Floorplan with the power grid:
Scale bar: 20 µm. Pins as bars on the die edge.
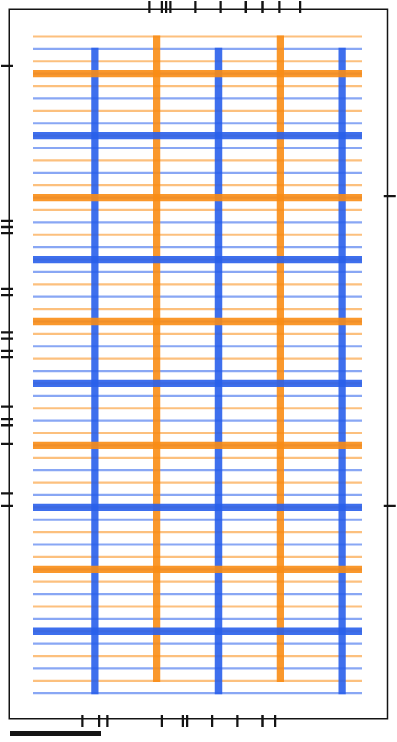
Cells coloured by class:
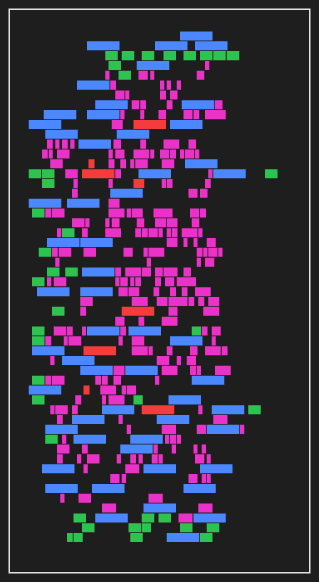
Routed clock nets over the placement:
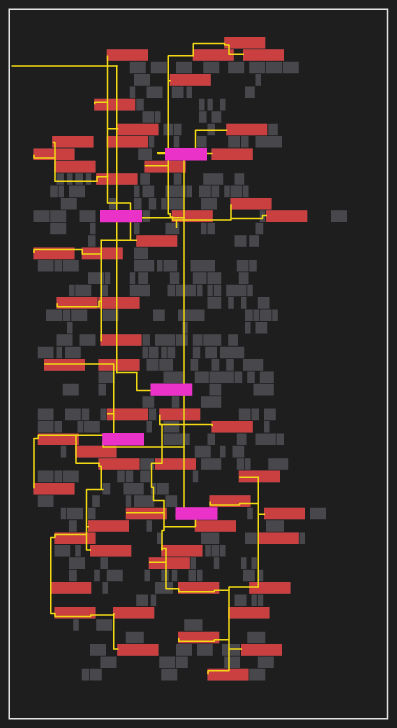
[src/rtl/nbit_isqrt.sv]
// Sequential restoring integer square root: one root bit per clock, N cycles per result.
// Optional round-to-nearest root output is enabled by defining NBIT_ISQRT_ROUND_EN.
module nbit_isqrt #(
   parameter int N = 8
) (
   input  logic           clk,
   input  logic           rst_n,
   input  logic           start,
   input  logic [2*N-1:0] radicand,
   output logic [N-1:0]   root,
   output logic [N:0]     remainder,
   output logic           done,
   output logic           busy
);

   // Handshake: start is a single-cycle request, taken only while idle (busy low);
   // done is a single-cycle pulse and root/remainder hold until the next completion.

   localparam int CW = (N > 1) ? $clog2(N) : 1;
   localparam logic [0:0]    S_IDLE   = 1'b0;
   localparam logic [0:0]    S_CALC   = 1'b1;
   localparam logic [CW-1:0] CNT_LOAD = CW'(N - 1);

   logic [0:0]     state_q, state_d;
   logic [2*N-1:0] rad_q, rad_d;
   logic [N-1:0]   proot_q, proot_d;
   logic [N-1:0]   prem_q, prem_d;
   logic [CW-1:0]  cnt_q, cnt_d;
   logic [N-1:0]   root_q, root_d;
   logic [N:0]     rem_q, rem_d;
   logic           done_q, done_d;
   logic           busy_q, busy_d;

   logic [N+1:0]   shifted;
   logic [N+1:0]   trial;
   logic [N+1:0]   rem_work;
   logic           fit;
   logic [N-1:0]   root_fin;

   // Working remainder is N+2 bits wide so the trial compare cannot overflow.
   always_comb begin
      shifted  = {prem_q, rad_q[2*N-1 -: 2]};
      trial    = {proot_q, 2'b01};
      fit      = (shifted >= trial);
      rem_work = fit ? (shifted - trial) : shifted;
   end

`ifdef NBIT_ISQRT_ROUND_EN
   logic [N:0] root_inc;
   logic [N:0] rem_fin;
   logic [N:0] root_cmp;

   // Round up when remainder exceeds the floor root, saturating at all-ones.
   always_comb begin
      rem_fin  = (N+1)'(rem_work);
      root_cmp = {1'b0, proot_d};
      root_inc = root_cmp + 1'b1;
      root_fin = proot_d;
      if (rem_fin > root_cmp) begin
         root_fin = root_inc[N] ? {N{1'b1}} : root_inc[N-1:0];
      end
   end
`else
   always_comb begin
      root_fin = proot_d;
   end
`endif

   always_comb begin
      state_d = state_q;
      rad_d   = rad_q;
      proot_d = proot_q;
      prem_d  = prem_q;
      cnt_d   = cnt_q;
      root_d  = root_q;
      rem_d   = rem_q;
      done_d  = 1'b0;
      busy_d  = busy_q;
      case (state_q)
         S_IDLE: begin
            if (start) begin
               state_d = S_CALC;
               rad_d   = radicand;
               proot_d = '0;
               prem_d  = '0;
               cnt_d   = CNT_LOAD;
               busy_d  = 1'b1;
            end
         end
         S_CALC: begin
            rad_d   = rad_q << 2;
            proot_d = {proot_q[N-2:0], fit};
            prem_d  = N'(rem_work);
            cnt_d   = cnt_q - 1'b1;
            if (cnt_q == '0) begin
               state_d = S_IDLE;
               root_d  = root_fin;
               rem_d   = (N+1)'(rem_work);
               done_d  = 1'b1;
               busy_d  = 1'b0;
            end
         end
         default: begin
            state_d = S_IDLE;
            busy_d  = 1'b0;
         end
      endcase
   end

   always_ff @(posedge clk or negedge rst_n) begin
      if (!rst_n) begin
         state_q <= S_IDLE;
         rad_q   <= '0;
         proot_q <= '0;
         prem_q  <= '0;
         cnt_q   <= '0;
         root_q  <= '0;
         rem_q   <= '0;
         done_q  <= 1'b0;
         busy_q  <= 1'b0;
      end else begin
         state_q <= state_d;
         rad_q   <= rad_d;
         proot_q <= proot_d;
         prem_q  <= prem_d;
         cnt_q   <= cnt_d;
         root_q  <= root_d;
         rem_q   <= rem_d;
         done_q  <= done_d;
         busy_q  <= busy_d;
      end
   end

   assign root      = root_q;
   assign remainder = rem_q;
   assign done      = done_q;
   assign busy      = busy_q;

endmodule

[config.mk]
export PLATFORM = sky130hd
export DESIGN_NAME = nbit_isqrt
export DESIGN_NICKNAME = d
export VERILOG_FILES = /design/src/rtl/nbit_isqrt.sv
export SDC_FILE = /design/constraint.sdc
export NUM_CORES = 1
export LEC_CHECK = 0
export CORE_ASPECT_RATIO = 2
export CORE_MARGIN = 5
export CORE_UTILIZATION = 28
export DETAILED_ROUTE_END_ITERATION = 8
export PLACE_DENSITY = 0.47
export SYNTH_ARGS = -nofsm -noshare
export SYNTH_HDL_FRONTEND = slang
export SYNTH_SLANG_ARGS = --single-unit
[constraint.sdc]
create_clock -name clk -period 4.5 [get_ports clk]
set_input_delay 0.675 -clock clk [delete_from_list [all_inputs] [get_ports clk]]
set_output_delay 0.675 -clock clk [all_outputs]
set_load 0.1 [all_outputs]
==> flow_metrics.env <==
# flow metrics
export IMPL_status="complete, no violations"
export IMPL_clk_pin_slew_ns=0.08
export IMPL_grt_pass1_wl_um=12200
export IMPL_synth_top_cell_by_area="dfrtp_1"
export IMPL_path_buffers=1
export IMPL_top_area_share_pct=46.5
export IMPL_worst_setup_path_end_kind="output port"
export IMPL_aoi_share_pct=17.7
export IMPL_met2_usage_pct=22.1
export IMPL_drt_iter0_markers=99
export IMPL_largest_class="multi-input combinational cells"
export IMPL_routabilityCongestion=0.871
export IMPL_comb_area_mm2=0.00141
export IMPL_critPathKind="flop to output port"
export IMPL_remaining_drc_errors=0
export IMPL_final_cell_count_no_fill=465
export IMPL_io_buffer_count=37
export IMPL_yosysSeqAreaShare_pct=46.5
export IMPL_inverters_excl_clock=15
export IMPL_final_cell_mix="55 x dfrtp_1, 44 x nand2_1, 36 x clkdlybuf4s50_1, 18 x o21ai_0, 16 x mux2i_1"
export IMPL_ys_cells=299
export IMPL_routed_wl_um=7430
export IMPL_wl_met3_um=217
export IMPL_async_flop_share_pct=100
export IMPL_synthFlopType="dfrtp_1"
export IMPL_crit_arrival_ns=1.82
export IMPL_cp_start_kind="flop"
export IMPL_chip_area_mm2=0.0129
export IMPL_min_path_cells=1
export IMPL_post_place_cells=457
export IMPL_cts_setup_buffers=0
export IMPL_num_antenna_cells=0
export IMPL_fin_crit_ns=2.49
export IMPL_gr_usage_met3_pct=2.20
export IMPL_yosysUniqueCellTypes=45
export IMPL_placed_area_mm2=0.00341
export IMPL_pre_cts_ws_ns=1.88
export IMPL_lay_top_count="dfrtp_1"
export IMPL_place_hpwl_um=5380
export IMPL_gr_max_usage_layer="met2"
export IMPL_reg2reg_from="prem_q[3]"
export IMPL_cts_buffers_inserted=5
export IMPL_cts_resized_gates=0
export IMPL_min_path_type="flop to flop"
export IMPL_yosys_area_mm2=0.00296
export IMPL_largest_reg_flops=16
export IMPL_ff_count=55
export IMPL_top_cell="dfrtp_1"
export IMPL_clk_share_pct=4.05
export IMPL_critPathCapture="root[4]"
export IMPL_r2r_cells=6
export IMPL_logic_gate_count=209
export IMPL_grt_max_degree=56
export IMPL_buf_share_pct=11.1
export IMPL_fin_crit_sh_pct=55.4
export IMPL_htree_levels=2
export IMPL_rsz0062_at_grt="false"
export IMPL_clkbuf_count=5
export IMPL_rr_endpoint="remainder[0]"
export IMPL_drive_gt1_share_pct=11.6
export IMPL_antenna_found_initial=0
export IMPL_path_delay_family="buffers and inverters"
export IMPL_warnings=28
export IMPL_slowest_delay_ns=1.14
export IMPL_cap_viol_max_count=0
export IMPL_nWellTaps=137
export IMPL_synth_edff_count=0
export IMPL_common_cells="55 x dfrtp_1, 44 x nand2_1, 18 x o21ai_0, 16 x mux2i_1, 15 x a21oi_1"
export IMPL_clock_sinks=55
export IMPL_yosys_warnings=0
export IMPL_path_max_fanout=2
export IMPL_drt_first_pass_iters=4
export IMPL_routed_via_count=2322
About 'floorplan with the power grid':
Blue is VSS. Orange is VDD.
10 straps on met5. The core has 53 rows. 38 signal pins sit on the boundary. 54 met1 rails follow the rows. 5 straps on met4.
die height: 155 µm
DIE WIDTH: 82.7 µm
core area: 0.0104 mm²

About 'cells coloured by class':
Blue is registers, cells 55, share of their area 41%. Magenta is remaining logic cells, cells 224, share of their area 43%. Green is remaining buffers and delay cells, cells 41, share of their area 12%. Red is clock drivers and dummy loads, cells 8, share of their area 4.2%.
flop share of the area: 38.7%
post-route design area: 0.00356 mm²
Row Count: 53
Finished Core Util: 34.2%

About 'routed clock nets over the placement':
Magenta is clock-net drivers, count 5. Red is flip-flops, count 55. Yellow is clock wires, length 807 µm.
There are 6 routed clock nets.
Final Skew: 0.0108 ns
worst skew pair latency: 0.30 ns

